[config.mk]
export PLATFORM = sky130hd
export DESIGN_NAME = can_llc_tx_queue_flat
export DESIGN_NICKNAME = d
export VERILOG_FILES = /design/src/rtl/can_llc_tx_queue_if.sv /design/src/rtl/can_llc_tx_queue.sv /design/src/flat_wrapper.sv
export SDC_FILE = /design/constraint.sdc
export NUM_CORES = 1
export LEC_CHECK = 0
export CORE_UTILIZATION = 30
export CTS_BUF_LIST = sky130_fd_sc_hd__clkbuf_8
export DETAILED_ROUTE_END_ITERATION = 16
export PLACE_DENSITY_LB_ADDON = 0.1
export SLEW_MARGIN = 20
export SYNTH_ARGS = -nofsm -noshare
export SYNTH_HDL_FRONTEND = slang
export SYNTH_SLANG_ARGS = --single-unit
[constraint.sdc]
create_clock -name clk -period 3.4 [get_ports clk]
set_clock_uncertainty 0.15 [all_clocks]
set_input_delay 0.34 -clock clk [delete_from_list [all_inputs] [get_ports clk]]
set_output_delay 0.34 -clock clk [all_outputs]
set_load 0.01 [all_outputs]
[src/rtl/can_llc_tx_queue_if.sv]
// ============================================================================
// Module : MA_data_request_if / MA_data_confirm_if
// Brief  : MA_data.request / MA_data.confirm bundles between LLC queue and MAC.
// Rev    : 1.0
// ============================================================================
`default_nettype none

interface MA_data_request_if;
   logic        valid;
   logic        ready;
   logic [10:0] identifier;
   logic [3:0]  dlc;
   logic [63:0] data_payload;

   modport LLC (output valid, identifier, dlc, data_payload, input ready);
   modport MAC (input valid, identifier, dlc, data_payload, output ready);
endinterface

interface MA_data_confirm_if;
   logic        valid;
   logic [10:0] identifier;
   logic        status;   // 1 = Success, 0 = No_Success

   modport LLC (input valid, identifier, status);
   modport MAC (output valid, identifier, status);
endinterface

`default_nettype wire

[src/rtl/can_llc_tx_queue.sv]
// ============================================================================
// Module : can_llc_tx_queue
// Brief  : Frame FIFO feeding can_mac_tx; optional re-issue on No_Success
//          when CAN_LLC_TX_RETRY_EN is defined.
// Rev    : 1.0
// ============================================================================
`default_nettype none

module can_llc_tx_queue #(
   parameter int DEPTH     = 4,
   parameter int MAX_RETRY = 3
) (
   input  wire                     clk,
   input  wire                     rst,
   input  wire                     wr_valid,
   output logic                    wr_ready,
   input  wire  [10:0]             wr_id,
   input  wire  [3:0]              wr_dlc,
   input  wire  [63:0]             wr_data,
   MA_data_request_if.LLC          ma_req,
   MA_data_confirm_if.LLC          ma_cfm,
   output logic                    cfm_valid,
   output logic [10:0]             cfm_id,
   output logic                    cfm_ok,
   output logic [$clog2(DEPTH):0]  count
);

   localparam int AW = $clog2(DEPTH);
   localparam int CW = AW + 1;

   if (DEPTH < 2 || (DEPTH & (DEPTH - 1)) != 0 || MAX_RETRY < 0) begin : g_param_check
      $error("can_llc_tx_queue: DEPTH must be a power of two >= 2 and MAX_RETRY >= 0");
   end

   typedef enum logic [1:0] {
      S_IDLE     = 2'd0,
      S_REQ      = 2'd1,
      S_WAIT_CFM = 2'd2,
      S_REPORT   = 2'd3
   } state_t;

   state_t          state_q, state_d;
   logic [AW-1:0]   wptr_q, rptr_q;
   logic [CW-1:0]   count_q, count_d;
   logic            req_valid_q, req_valid_d;
   logic            ok_q, ok_d;

   logic [10:0]     id_mem   [DEPTH];
   logic [3:0]      dlc_mem  [DEPTH];
   logic [63:0]     data_mem [DEPTH];

   logic            w_push, w_pop, w_empty, w_cfm_hit;
   logic [10:0]     w_head_id;

`ifdef CAN_LLC_TX_RETRY_EN
   localparam int RW = (MAX_RETRY > 0) ? $clog2(MAX_RETRY + 1) : 1;
   logic [RW-1:0]   retry_q, retry_d;
`endif

   assign wr_ready  = (count_q != CW'(DEPTH));
   assign w_push    = wr_valid && wr_ready;
   assign w_pop     = (state_q == S_REPORT);
   assign w_empty   = (count_q == '0);
   assign w_head_id = id_mem[rptr_q];
   assign count_d   = count_q + CW'(w_push) - CW'(w_pop);
   assign w_cfm_hit = ma_cfm.valid && (ma_cfm.identifier == w_head_id);

   // Head fields stay put until the pop in REPORT, which keeps dlc stable for the MAC.
   assign ma_req.valid        = req_valid_q;
   assign ma_req.identifier   = w_empty ? 11'd0 : w_head_id;
   assign ma_req.dlc          = w_empty ? 4'd0  : dlc_mem[rptr_q];
   assign ma_req.data_payload = w_empty ? 64'd0 : data_mem[rptr_q];

   assign cfm_valid = (state_q == S_REPORT);
   assign cfm_id    = (state_q == S_REPORT) ? w_head_id : 11'd0;
   assign cfm_ok    = (state_q == S_REPORT) ? ok_q : 1'b0;
   assign count     = count_q;

   always_ff @(posedge clk) begin
      if (w_push) begin
         id_mem[wptr_q]   <= wr_id;
         dlc_mem[wptr_q]  <= (wr_dlc > 4'd8) ? 4'd8 : wr_dlc;
         data_mem[wptr_q] <= wr_data;
      end
   end

   always_ff @(posedge clk or posedge rst) begin
      if (rst) begin
         state_q     <= S_IDLE;
         wptr_q      <= '0;
         rptr_q      <= '0;
         count_q     <= '0;
         req_valid_q <= 1'b0;
         ok_q        <= 1'b0;
`ifdef CAN_LLC_TX_RETRY_EN
         retry_q     <= '0;
`endif
      end else begin
         state_q     <= state_d;
         count_q     <= count_d;
         req_valid_q <= req_valid_d;
         ok_q        <= ok_d;
`ifdef CAN_LLC_TX_RETRY_EN
         retry_q     <= retry_d;
`endif
         if (w_push) wptr_q <= wptr_q + AW'(1);
         if (w_pop)  rptr_q <= rptr_q + AW'(1);
      end
   end

   always_comb begin
      state_d     = state_q;
      req_valid_d = req_valid_q;
      ok_d        = ok_q;
`ifdef CAN_LLC_TX_RETRY_EN
      retry_d     = retry_q;
`endif
      unique case (state_q)
         S_IDLE: begin
            if (count_d != '0) state_d = S_REQ;
         end
         S_REQ: begin
            req_valid_d = 1'b1;
            if (req_valid_q && ma_req.ready) begin
               req_valid_d = 1'b0;
               state_d     = S_WAIT_CFM;
            end
         end
         S_WAIT_CFM: begin
            if (w_cfm_hit) begin
               if (ma_cfm.status) begin
                  ok_d    = 1'b1;
                  state_d = S_REPORT;
               end else begin
`ifdef CAN_LLC_TX_RETRY_EN
                  if (retry_q < RW'(MAX_RETRY)) begin
                     retry_d = retry_q + RW'(1);
                     state_d = S_REQ;
                  end else begin
                     ok_d    = 1'b0;
                     state_d = S_REPORT;
                  end
`else
                  ok_d    = 1'b0;
                  state_d = S_REPORT;
`endif
               end
            end
         end
         S_REPORT: begin
`ifdef CAN_LLC_TX_RETRY_EN
            retry_d = '0;
`endif
            // Fold the IDLE decision in here so a queued frame is requested one cycle after the report.
            state_d = (count_d != '0) ? S_REQ : S_IDLE;
         end
         default: state_d = S_IDLE;
      endcase
   end

endmodule

`default_nettype wire

[src/flat_wrapper.sv]
// flat-port wrapper written by rule: the top's interface ports become plain ports
module can_llc_tx_queue_flat 
#(
   parameter int DEPTH     = 4,
   parameter int MAX_RETRY = 3
)
  (clk, rst, wr_valid, wr_ready, wr_id, wr_dlc, wr_data, cfm_valid, cfm_id, cfm_ok, count, ma_req_valid, ma_req_identifier, ma_req_dlc, ma_req_data_payload, ma_req_ready, ma_cfm_valid, ma_cfm_identifier, ma_cfm_status);
  MA_data_request_if ma_req_i ();
  MA_data_confirm_if ma_cfm_i ();
  input  wire clk;
  input  wire rst;
  input  wire wr_valid;
  output logic wr_ready;
  input  wire  [10:0] wr_id;
  input  wire  [3:0] wr_dlc;
  input  wire  [63:0] wr_data;
  output logic cfm_valid;
  output logic [10:0] cfm_id;
  output logic cfm_ok;
  output logic [$clog2(DEPTH):0] count;
  output wire logic [$bits(ma_req_i.valid)-1:0] ma_req_valid;
  output wire logic [$bits(ma_req_i.identifier)-1:0] ma_req_identifier;
  output wire logic [$bits(ma_req_i.dlc)-1:0] ma_req_dlc;
  output wire logic [$bits(ma_req_i.data_payload)-1:0] ma_req_data_payload;
  input wire logic [$bits(ma_req_i.ready)-1:0] ma_req_ready;
  input wire logic [$bits(ma_cfm_i.valid)-1:0] ma_cfm_valid;
  input wire logic [$bits(ma_cfm_i.identifier)-1:0] ma_cfm_identifier;
  input wire logic [$bits(ma_cfm_i.status)-1:0] ma_cfm_status;
  assign ma_req_valid = ma_req_i.valid;
  assign ma_req_identifier = ma_req_i.identifier;
  assign ma_req_dlc = ma_req_i.dlc;
  assign ma_req_data_payload = ma_req_i.data_payload;
  assign ma_req_i.ready = ma_req_ready;
  assign ma_cfm_i.valid = ma_cfm_valid;
  assign ma_cfm_i.identifier = ma_cfm_identifier;
  assign ma_cfm_i.status = ma_cfm_status;
  can_llc_tx_queue #(.DEPTH(DEPTH), .MAX_RETRY(MAX_RETRY)) u_core (.clk(clk), .rst(rst), .wr_valid(wr_valid), .wr_ready(wr_ready), .wr_id(wr_id), .wr_dlc(wr_dlc), .wr_data(wr_data), .ma_req(ma_req_i), .ma_cfm(ma_cfm_i), .cfm_valid(cfm_valid), .cfm_id(cfm_id), .cfm_ok(cfm_ok), .count(count));
endmodule
==> metrics.cfg <==
[global_route]
met3_usage_pct = 4.142
globalRouteMet2Util_pct = 23.01
grt_pass1_wl_um = 44840
grt.met1_usage_pct = 16.41
top_usage_layer = met2

[hold_path]
hold_class = in2reg
whs_endpoint = u_core.id_mem[0][5]$_DFFE_PP_

[clocking]
clk_latency_ps = 620
cts_made_buffers = 56
clk_pin_slew_worst_paths_ps = 60
numClockSinks = 327
hold_buffers = 1
post_cts_buffers = 2

[synth]
ys_top_logic_family = multiplexers
ys_sh_adder_pct = 1.212
async_reset_ff_share_pct = 3.364
top_cell = edfxtp_1
xor_share_pct = 1.212
topCellsByArea = edfxtp_1 (73%), mux4_2 (12%), nor2b_1 (3.7%)
ff_type = edfxtp_1
ys_seq_elements = 327
syn_inst = 628

[detailed_routing]
wl_met1_um = 12400
drt_iter0_markers = 241
top_layer_used = met4
routed_wl_um = 29470
dr_wl_met2_um = 14570
viasPerCell = 4.472
drc = 0

[final_layout]
fin_area_mm2 = 0.01682
combGateArea_mm2 = 0.003079
largest_register_ffs = 256
buf_share_pct = 13.10
finalNonFillerCells = 1488
nFillCells = 3899
lay_top_count = edfxtp_1
comb_area_share_pct = 18.31
largest_class = flip-flops and latches
final_cell_mix = edfxtp_1 (316), clkdlybuf4s50_1 (192), nor2b_1 (77), mux4_2 (71), clkbuf_8 (57)
fin_util_pct = 39.74
seqCellArea_mm2 = 0.009772
clkbuf_count = 57
drive_gt1_share_pct = 19.43

[critical_path]
max_stage_delay_ps = 560
arrival_ps = 2730
r2r.worst_path.cells = 10
cp-start-kind = register
cp_max_fo = 32
required_ps = 2910
worstSetupEndpoint = ma_req_dlc[3]
crit_chain = buf_16, mux4_2, nor2b_1, clkdlybuf4s50_1
r2r-end = u_core.state_q[1]$_DFFE_PP0P_

[place]
dp_cells = 1378
placed_area_mm2 = 0.01573
place.gp.congestion = 0.7060
dpl.hpwl_um = 16460

[final_timing]
finalCritPeriodShare_pct = 94.68
finalHoldViolCount = 0
tightest_slew_ps = 576.4
rsz0062_at_grt = no
maxSlewHeadroom_pct = 61.57
setup_ws_ps = 180.8

[pwr]
p_comb_mw = 6.11
p_int_mw = 10.22
seq_cell_power_mw = 5.64
switching_share_pct = 31.50
vdd_ir_drop_max_mv = 0.5432
p_switching_mw = 4.697
p_total_mw = 14.91

[outcome]
status = finished, final reports clean

[job]
tool_warnings = 34
cap_violations = 0

[floorplanning]
num_rows = 75
initial_core_util_pct = 30.73
die_x_um = 210.2

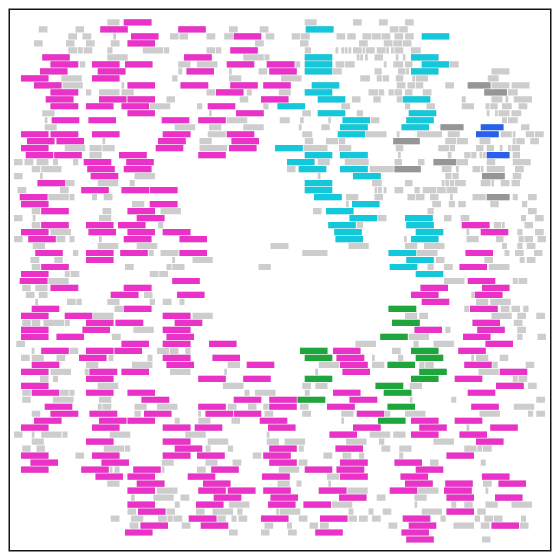
(images/registers.png)
Other sequential cells in the stronger gray, the rest of the logic in the fainter gray.
| signal | color | sequential cells |
|---|---|---|
| `u_core.data_mem` | magenta | 256 |
| `u_core.id_mem` | cyan | 44 |
| `u_core.count` | blue | 3 |
| `u_core.dlc_mem` | green | 16 |
not colored: 8

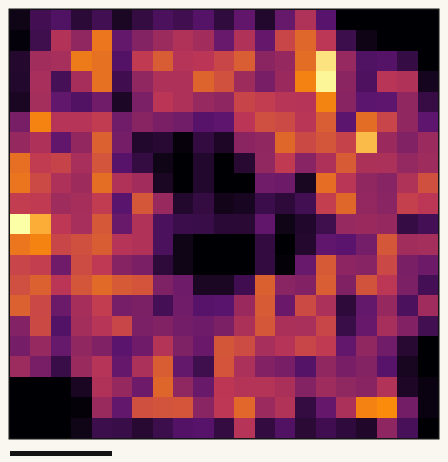
(images/wire_density.png)
Bar = 50 um. 21 x 21 tiles, from black (low) to pale yellow (high), scaled to the fullest tile. Values are wire area over tile area, all layers added.
nearly empty tiles: 8.4%
densest ninth of the die: left middle
mean over tiles: 0.11
fullest tile: 0.31
emptiest ninth of the die: middle
tiles over half the peak: 22%

